### A small window of the routed layout, run 1

Bar = 10 um. Window x 11 to 36, y 2 to 27 um. Cells in gray, sequential cells in the stronger gray; small squares are vias.
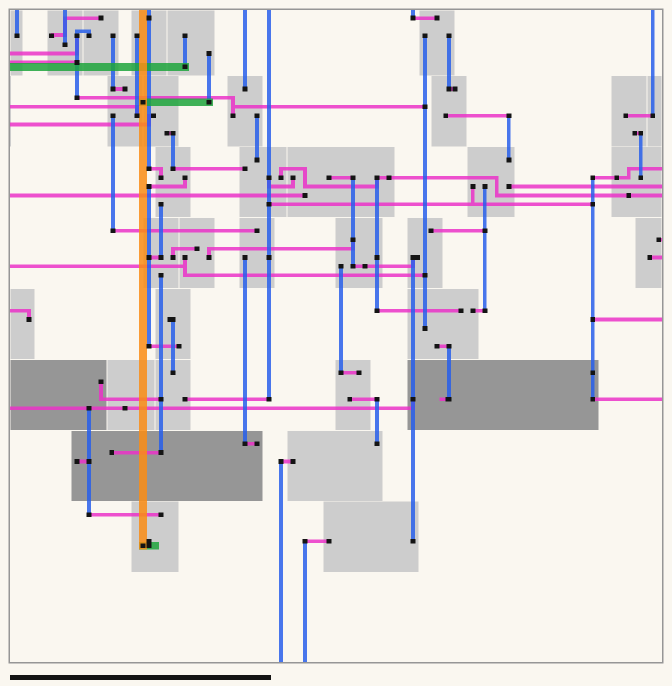
### Routed clock nets over the placement, run 1

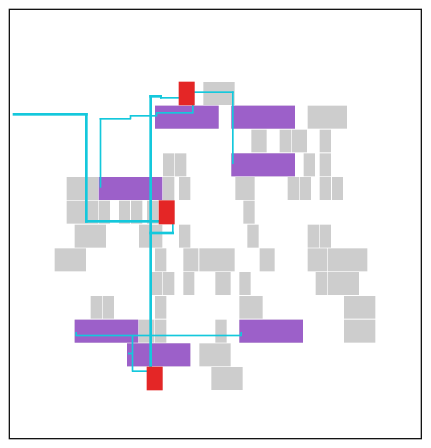
### Placed standard cells, run 1

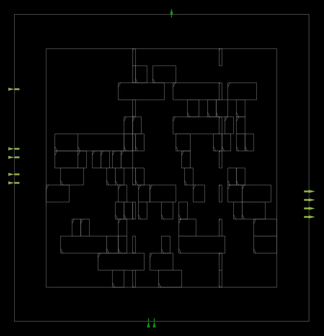
### Wiring heat map, run 1

9 x 10 tiles, from black (low) to pale yellow (high), scaled to the fullest tile. Values are wire area over tile area, all layers added.
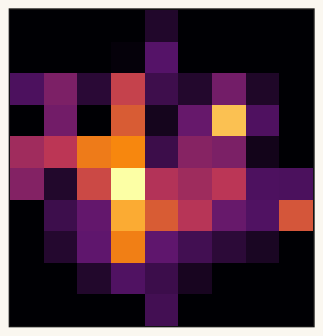
===== src/rtl/piso_pkg.sv =====
// Shared definitions for the piso_tx serializer: state encoding, default width
// and the parity helper used when PISO_TX_PARITY_EN is defined.
package piso_pkg;

  localparam logic [1:0] ST_IDLE   = 2'd0;
  localparam logic [1:0] ST_SHIFT  = 2'd1;
  localparam logic [1:0] ST_PARITY = 2'd2;

  localparam int PISO_WIDTH = 4;

  // Even parity bit: makes the total count of ones (word + bit) even.
  function automatic logic even_parity(input logic [15:0] word);
    return ^word;
  endfunction

endpackage


===== src/rtl/piso_bitcnt.sv =====
// Clearable up-counter with a terminal-count flag at WIDTH-1; clear wins over en.
module piso_bitcnt #(
  parameter int WIDTH = 4,
  parameter int CNT_W = $clog2(WIDTH)
) (
  input  logic             clk,
  input  logic             clr_n,
  input  logic             clear,
  input  logic             en,
  output logic [CNT_W-1:0] cnt,
  output logic             tc
);

  // Count register with synchronous active-low reset
  always_ff @(posedge clk) begin
    if (!clr_n) begin
      cnt <= {CNT_W{1'b0}};
    end else if (clear) begin
      cnt <= {CNT_W{1'b0}};
    end else if (en) begin
      cnt <= cnt + CNT_W'(1);
    end else begin
      cnt <= cnt;
    end
  end

  assign tc = (cnt == CNT_W'(WIDTH - 1));

endmodule


===== src/rtl/piso_tx.sv =====
// Parallel-in serial-out transmitter, LSB first, gap-free back-to-back words.
// Optional trailing even-parity bit and sout_par port under `PISO_TX_PARITY_EN.
module piso_tx
  import piso_pkg::*;
#(
  parameter int WIDTH = PISO_WIDTH,
  localparam int CNT_W = $clog2(WIDTH)
) (
  input  logic             clk,
  input  logic             clr_n,
  input  logic [WIDTH-1:0] din,
  input  logic             load_valid,
  output logic             load_ready,
  output logic             sout,
  output logic             sout_valid,
  output logic             busy,
`ifdef PISO_TX_PARITY_EN
  output logic             sout_par,
`endif
  output logic             done
);

  logic [1:0]       state_r;
  logic [1:0]       state_nxt_s;
  logic [WIDTH-1:0] shreg_r;
  logic [CNT_W-1:0] cnt_s;
  logic             tc_s;
  logic             last_s;
  logic             accept_s;
  logic             cnt_en_s;

  assign last_s   = (state_r == ST_SHIFT) && tc_s;
  assign accept_s = load_valid && load_ready;
  // Saturating guard keeps the counter from ever passing WIDTH-1.
  assign cnt_en_s = (state_r == ST_SHIFT) && (cnt_s < CNT_W'(WIDTH - 1));

  piso_bitcnt #(
    .WIDTH (WIDTH),
    .CNT_W (CNT_W)
  ) u_bitcnt (
    .clk   (clk),
    .clr_n (clr_n),
    .clear (accept_s || last_s),
    .en    (cnt_en_s),
    .cnt   (cnt_s),
    .tc    (tc_s)
  );

`ifdef PISO_TX_PARITY_EN
  logic par_r;

  assign done       = (state_r == ST_PARITY);
  assign load_ready = (state_r == ST_IDLE) || (state_r == ST_PARITY);
  assign sout       = (state_r == ST_PARITY) ? par_r : shreg_r[0];
  assign sout_valid = (state_r == ST_SHIFT) || (state_r == ST_PARITY);
  assign sout_par   = (state_r == ST_PARITY);

  // Parity latched from the word at accept time
  always_ff @(posedge clk) begin
    if (!clr_n) begin
      par_r <= 1'b0;
    end else if (accept_s) begin
      par_r <= even_parity(16'(din));
    end else begin
      par_r <= par_r;
    end
  end
`else
  assign done       = last_s;
  assign load_ready = (state_r == ST_IDLE) || last_s;
  assign sout       = shreg_r[0];
  assign sout_valid = (state_r == ST_SHIFT);
`endif

  assign busy = (state_r != ST_IDLE);

  // Next-state selection; an accept always (re)starts a data frame
  always_comb begin
    state_nxt_s = state_r;
    case (state_r)
      ST_IDLE: begin
        if (accept_s) state_nxt_s = ST_SHIFT;
        else          state_nxt_s = ST_IDLE;
      end
      ST_SHIFT: begin
        if (accept_s) begin
          state_nxt_s = ST_SHIFT;
        end else if (last_s) begin
`ifdef PISO_TX_PARITY_EN
          state_nxt_s = ST_PARITY;
`else
          state_nxt_s = ST_IDLE;
`endif
        end else begin
          state_nxt_s = ST_SHIFT;
        end
      end
`ifdef PISO_TX_PARITY_EN
      ST_PARITY: begin
        if (accept_s) state_nxt_s = ST_SHIFT;
        else          state_nxt_s = ST_IDLE;
      end
`endif
      default: state_nxt_s = ST_IDLE;
    endcase
  end

  // State register
  always_ff @(posedge clk) begin
    if (!clr_n) begin
      state_r <= ST_IDLE;
    end else begin
      state_r <= state_nxt_s;
    end
  end

  // Shift register: load on accept, shift right with zero fill while shifting
  always_ff @(posedge clk) begin
    if (!clr_n) begin
      shreg_r <= {WIDTH{1'b0}};
    end else if (accept_s) begin
      shreg_r <= din;
    end else if (state_r == ST_SHIFT) begin
      shreg_r <= shreg_r >> 1;
    end else begin
      shreg_r <= {WIDTH{1'b0}};
    end
  end

endmodule


===== config.mk =====
export PLATFORM = sky130hd
export DESIGN_NAME = piso_tx
export DESIGN_NICKNAME = d
export VERILOG_FILES = /design/src/rtl/piso_pkg.sv /design/src/rtl/piso_bitcnt.sv /design/src/rtl/piso_tx.sv
export SDC_FILE = /design/constraint.sdc
export NUM_CORES = 1
export LEC_CHECK = 0
export ABC_AREA = 1
export CORE_AREA = 5 5 42 44
export CTS_BUF_LIST = sky130_fd_sc_hd__clkbuf_2
export DETAILED_ROUTE_END_ITERATION = 8
export DIE_AREA = 0 0 47 49
export PLACE_DENSITY_LB_ADDON = 0.2
export SYNTH_ARGS = -nofsm -noshare
export SYNTH_HDL_FRONTEND = slang
export SYNTH_HIERARCHICAL = 1
export SYNTH_SLANG_ARGS = --single-unit

===== constraint.sdc =====
create_clock -name clk -period 2.5 [get_ports clk]
set_clock_uncertainty 0.15 [all_clocks]
set_input_delay 0.5 -clock clk [delete_from_list [all_inputs] [get_ports clk]]
set_output_delay 0.5 -clock clk [all_outputs]
set_load 0.05 [all_outputs]

==> flow.log, run 1 <==
[flow] final metrics
INFO  metric status = finished, final reports clean
INFO  metric flop_cell = dfxtp_1
INFO  metric numCtsBuffers = 3
INFO  metric final_max_slew_viol_count = 0
INFO  metric die_area = between 2000 and 2500 um2
INFO  metric cp_max_fo = 4
INFO  metric cp-start-kind = flip-flop
INFO  metric final_antenna_net_count = 0
INFO  metric ys_cells = about 52
INFO  metric n_antenna_cell = 0
INFO  metric worst-path-buf-inv = 2
INFO  metric timing.setup.critical_path_class = reg2out
INFO  metric worst_path_largest_cell_delay = between 700 and 800 ps
INFO  metric hold_start = u_bitcnt/cnt[1]
INFO  metric cts.htree.levels = 1
INFO  metric grt_pass1_wl = 1.13 mm
INFO  metric topCombFamilyByArea = simple AND/OR/NAND/NOR gates
INFO  metric worst_ir_drop_vdd = ~0.18 mV
INFO  metric clock_tree_area_fraction = 0.0409
INFO  metric gpl.final_weighted_congestion = roughly 0.67
INFO  metric seq_area_frac = 0.286
INFO  metric wl_met2 = approximately 290 um
INFO  metric nNetsFinal = 75
INFO  metric place_ws = between 300 and 400 ps
INFO  metric max_cap_violations = 0
INFO  metric drt-initial-drc-count = 4
INFO  metric dp_cells = 78
INFO  metric total_power = 267 uW
INFO  metric setup.worst_path.start = u_bitcnt/cnt[0]
INFO  metric detail_route.drc_violations = 0
INFO  metric finalSetupViolations = 0
INFO  metric final.setup.tns = 0 ps
INFO  metric track_usage = 0.0739
INFO  metric combAreaFraction = 0.309
INFO  metric cts_resized = 0
INFO  metric cts.clk_slew.worst_paths = around 70 ps
About 'A small window of the routed layout':
Key: green = met3; orange = met4; magenta = met1; blue = met2
Sequential cells in the window: 3. Netlist names of flops here include `shreg_r` (2), `state_r` (1). 33 logic cells have their middle in the window. Most frequent: inv_1 (7), nand2_1 (7), nor2_1 (4).

About 'Routed clock nets over the placement':
Key: purple = flip-flops [count 7]; cyan = clock wires [length 133 um]; red = cells driving clock nets [count 3]
There are 4 routed clock nets.

About 'Placed standard cells':
FP Rows: 14
count of filler cells inserted in the layout: 163

About 'Wiring heat map':
The mean over all tiles is 0.053. 12% of the tiles are over half the peak. 41% of the tiles are nearly empty.

[run 1: synthesized netlist by cell type, types with 2 or more instances]
| library cell | count |
|---|---|
| dfxtp_1 | 7 |
| nand2_1 | 15 |
| nand3_1 | 2 |
| nor2_1 | 7 |
| inv_1 | 10 |
| inv_2 | 2 |
| a21oi_1 | 2 |
[run 1: kinds of logic (layout without fill, tap and decap cells)]
group                    after synthesis  in the layout
AND/OR/NAND/NOR                       27             27
buffers and inverters                 13             27
flip-flops                             7              7
AND-OR/OR-AND                          4              4
adder cells (fa/ha/maj)                1              1
[run 1: power by group]
group | total (uW) | switching, uW | internal (uW)
sequential | 123 | 5.00 | 118
clock | 86.1 | 43.6 | 42.5
combinational | 58.6 | 34.6 | 24.0
total | 267 | 83.2 | 184
### Gate-type map, run 1

Bar = 10 um.
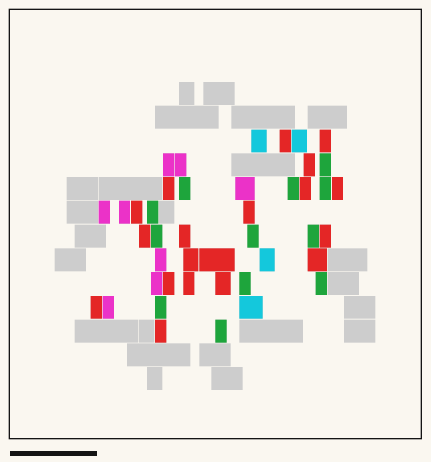

==> run 2, diff against run 1 <==
--- a/config.mk
+++ b/config.mk
@@ -10,7 +10,6 @@
 export CTS_BUF_LIST = sky130_fd_sc_hd__clkbuf_2
 export DETAILED_ROUTE_END_ITERATION = 8
 export DIE_AREA = 0 0 47 49
-export PLACE_DENSITY_LB_ADDON = 0.2
 export SYNTH_ARGS = -nofsm -noshare
 export SYNTH_HDL_FRONTEND = slang
 export SYNTH_HIERARCHICAL = 1
### Gate-type map, run 2

Bar = 10 um.
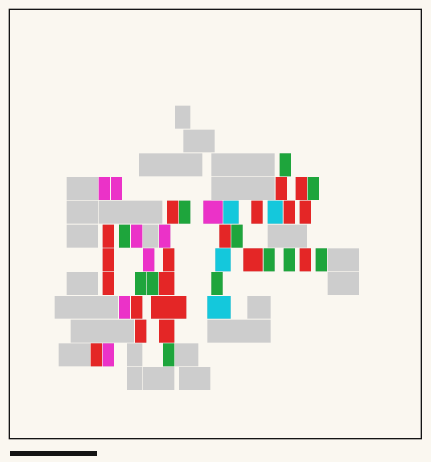
Key: red = NAND gates [cells 19, most used nand2_1]; cyan = inverting AOI/OAI gates [cells 4, most used a21oi_1, where middle]; green = inverters [cells 12, most used inv_1, where middle]; magenta = NOR gates [cells 8, most used nor2_1]

### Placed standard cells, run 2

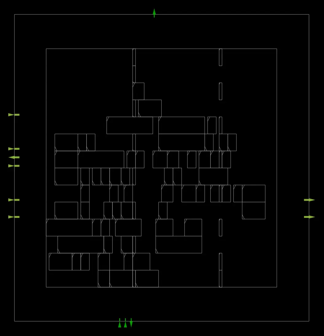
floorplan core area: 1400 um2
utilization after layout: 0.351
count of filler cells inserted in the layout: 160
number of non-filler instances in the completed layout: 83

### A small window of the routed layout, run 2

Bar = 10 um. Window x 11 to 36, y 2 to 27 um. Cells in gray, sequential cells in the stronger gray; small squares are vias.
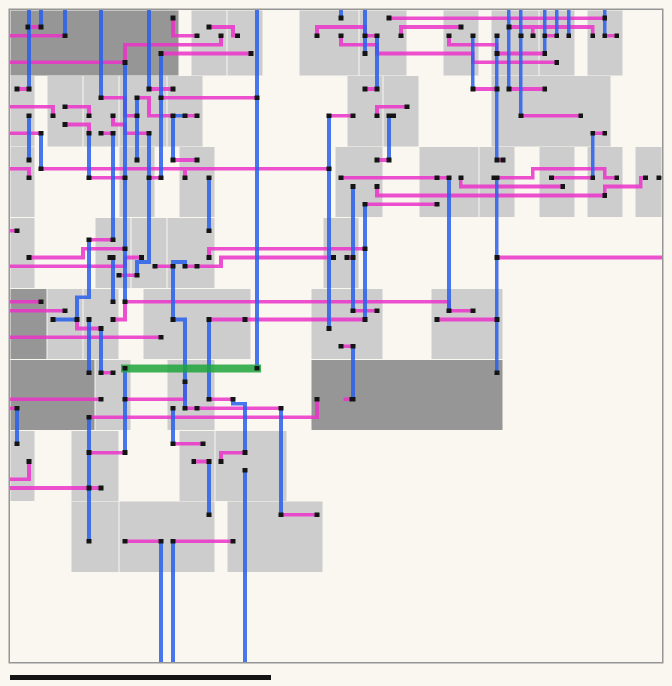
Key: green = met3; blue = met2; magenta = met1
Most frequent: nand2_1 (12), inv_1 (9), nor2_1 (5). Netlist names of flops here include `shreg_r` (1), `state_r` (1). 46 logic cells have their middle in the window. Sequential cells in the window: 2.

==> flow.log, run 2 <==
[flow] final metrics
INFO  metric status = finished, final reports clean (unchanged)
INFO  metric cts.clk_slew.worst_paths = 70 ps (about the same)
INFO  metric flop_cell = dfxtp_1 (unchanged)
INFO  metric topCombFamilyByArea = simple AND/OR/NAND/NOR gates (unchanged)
INFO  metric worst_ir_drop_vdd = 0.224 mV (was 0.182 mV)
INFO  metric cts_resized = 0 (unchanged)
INFO  metric final_max_slew_viol_count = 0 (unchanged)
INFO  metric pwr-share-seq = 0.449 (was 0.459)
INFO  metric row_count = 14 (unchanged)
INFO  metric max_cap_violations = 0 (unchanged)
INFO  metric detail_route.drc_violations = 0 (unchanged)
INFO  metric netSwitchingFraction = 0.311 (about the same)
INFO  metric ff_latch_area = 140 um2 (unchanged)
INFO  metric cts.htree.levels = 1 (unchanged)
INFO  metric detailed_place_hpwl = 508 um (was 546 um)
INFO  metric finalSetupViolations = 0 (unchanged)
INFO  metric timing.setup.critical_path_class = reg2out (unchanged)
INFO  metric ys_cells = 52 (unchanged)
INFO  metric worst_hold_path_ep = u_bitcnt/cnt[1] (unchanged)
INFO  metric drt-initial-drc-count = 3 (was 4)
INFO  metric hold_start = u_bitcnt/cnt[1] (unchanged)
INFO  metric yosysSeqAreaShare = 0.407 (unchanged)
INFO  metric crit_path_end_kind = output port (unchanged)
INFO  metric die_area = 2300 um2 (unchanged)
INFO  metric n_antenna_cell = 0 (unchanged)
INFO  metric cp-start-kind = flip-flop (unchanged)
INFO  metric met3WireLength = 51 um (was 59 um)
INFO  metric gpl.final_weighted_congestion = 0.709 (was 0.668)
INFO  metric p_comb_frac = 0.229 (was 0.219)
INFO  metric final_antenna_net_count = 0 (unchanged)
INFO  metric wl_met2 = 294 um (was 285 um)
INFO  metric setup.worst_path.start = u_bitcnt/cnt[0] (unchanged)
INFO  metric place_ws = 412 ps (was 314 ps)
INFO  metric power_spent_charging_and_discharging_nets = 83.7 uW (was 83.2 uW)
INFO  metric post_synth_most_frequent_cells = nand2_1, inv_1, dfxtp_1, nor2_1 (unchanged)
INFO  metric int_pwr = 185 uW (was 184 uW)
INFO  metric yosysMostFrequentCell = nand2_1 (unchanged)
## run 2: cell counts after synthesis
Identical to the previous run, type by type.
## run 2: critical path, cell delays in order (launching register included)
cell	delay, ps
dfxtp_1	370
ha_1	180
nand2_1	70
inv_1	50
clkdlybuf4s50_1	790
## run 2: power by group through the flow
stage / clock network (uW) / registers (uW) / logic [uW]
global placement: 0 / 123 / 62.1
global route: 96.5 / 122 / 67.5
CTS: 89.5 / 121 / 62.5
floorplan: 0 / 132 / 30.2
finish: 86.6 / 121 / 61.7
detailed placement: 0 / 124 / 62.2
## run 2: cell type report
type	count	area share
Timing Repair Buffer	12	0.234
Tap cell	16	0.0407
Sequential cell	7	0.285
Clock buffer	4	0.0407
Multi-Input combinational cell	32	0.308
Inverter	12	0.0916
==> run 3, diff against run 2 <==
--- a/config.mk
+++ b/config.mk
@@ -6,6 +6,7 @@
 export NUM_CORES = 1
 export LEC_CHECK = 0
 export ABC_AREA = 1
+export CAP_MARGIN = 25
 export CORE_AREA = 5 5 42 44
 export CTS_BUF_LIST = sky130_fd_sc_hd__clkbuf_2
 export DETAILED_ROUTE_END_ITERATION = 8
### Routed clock nets over the placement, run 3

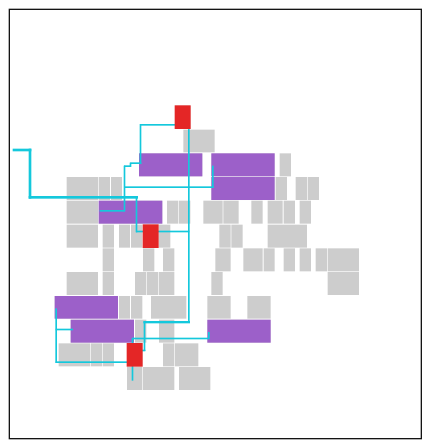
Clk pwr share: 0.322
clk_lat worst skew: 240 ps
clock network power: 86.6 uW

### A small window of the routed layout, run 3

Bar = 10 um. Window x 11 to 36, y 2 to 27 um. Cells in gray, sequential cells in the stronger gray; small squares are vias.
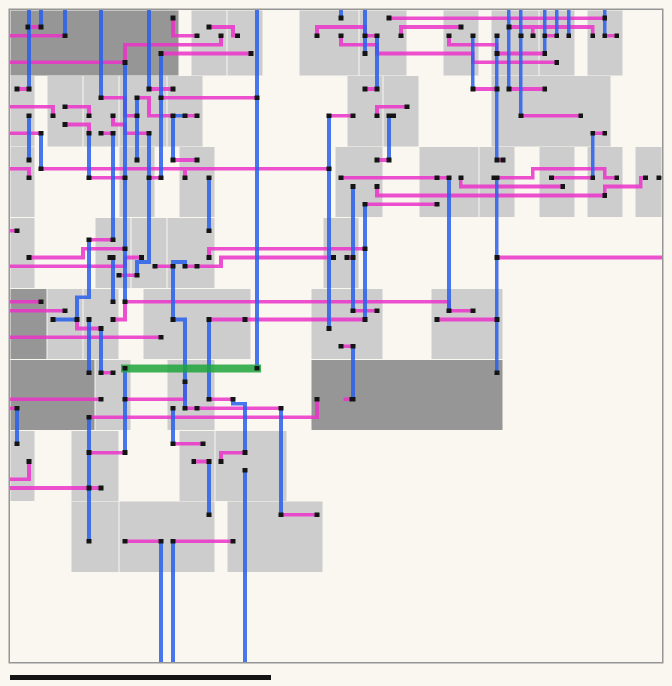
Key: green = met3; blue = met2; magenta = met1
Sequential cells in the window: 2. Most frequent: nand2_1 (12), inv_1 (9), nor2_1 (5). Netlist names of flops here include `shreg_r` (1), `state_r` (1). 46 logic cells have their middle in the window.

==> flow.log, run 3 <==
[flow] final metrics
INFO  metric status = finished, final reports clean (unchanged)
INFO  metric n_antenna_cell = 0 (unchanged)
INFO  metric p_comb_frac = 0.229 (about the same)
INFO  metric hold_start = u_bitcnt/cnt[1] (unchanged)
INFO  metric track_usage = 0.0698 (unchanged)
INFO  metric layout.sequential_cells = 7 (unchanged)
INFO  metric n_clock_buffer = 4 (unchanged)
INFO  metric core_region_area = 1400 um2 (unchanged)
INFO  metric final_util = 0.351 (unchanged)
INFO  metric combAreaFraction = 0.308 (unchanged)
INFO  metric int_pwr = 185 uW (unchanged)
INFO  metric detail_route.drc_violations = 0 (unchanged)
INFO  metric cp-start-kind = flip-flop (unchanged)
INFO  metric final.setup.tns = 0 ps (unchanged)
INFO  metric drt-initial-drc-count = 3 (unchanged)
INFO  metric pwr-share-seq = 0.449 (about the same)
INFO  metric ys_cells = 52 (unchanged)
INFO  metric worst_ir_drop_vdd = 0.224 mV (unchanged)
INFO  metric row_count = 14 (unchanged)
INFO  metric cp_max_fo = 4 (unchanged)
INFO  metric crit_path_end_kind = output port (unchanged)
INFO  metric yosysSeqAreaShare = 0.407 (unchanged)
INFO  metric finalSetupViolations = 0 (unchanged)
INFO  metric nNetsFinal = 76 (unchanged)
INFO  metric dominant_cells = multi-input combinational cells (unchanged)
INFO  metric total_power = 269 uW (unchanged)
INFO  metric numCtsBuffers = 3 (unchanged)
INFO  metric cpLargestDelayFamily = buffers and inverters (unchanged)
INFO  metric grt_pass1_wl = 1.12 mm (unchanged)
### Placed standard cells, run 3

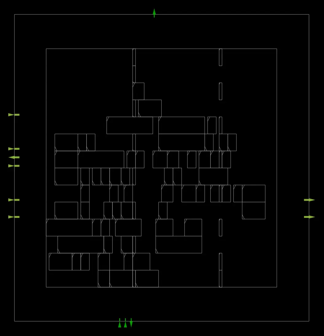
number of well-tap cells placed: 16
Seq area share: 0.285

-- run 3: cells by family after synthesis --
group	after synthesis	share of synthesized area
simple gates	27	0.338
compound gates	4	0.0654
fa+ha+maj	1	0.0364
buf+inv	13	0.153
flops	7	0.407
-- run 3: power by group through the flow --
stage | Clock (uW) | Combinational [uW] | Sequential, uW
after CTS | 89.5 | 62.5 | 121
after global placement | 0 | 62.1 | 123
after floorplan | 0 | 30.2 | 132
after global routing | 96.5 | 67.5 | 122
final | 86.6 | 61.7 | 121
after detailed placement | 0 | 62.2 | 124
-- run 3: layer usage --
layer	track usage	up-vias	wire, um
met4	0.0691	0	5
met5	0	-	0
met2	0.102	10	294
li1	-	181	-
met1	0.0728	143	303
met3	0.0221	2	51
Power and IR drop assume default switching activity.
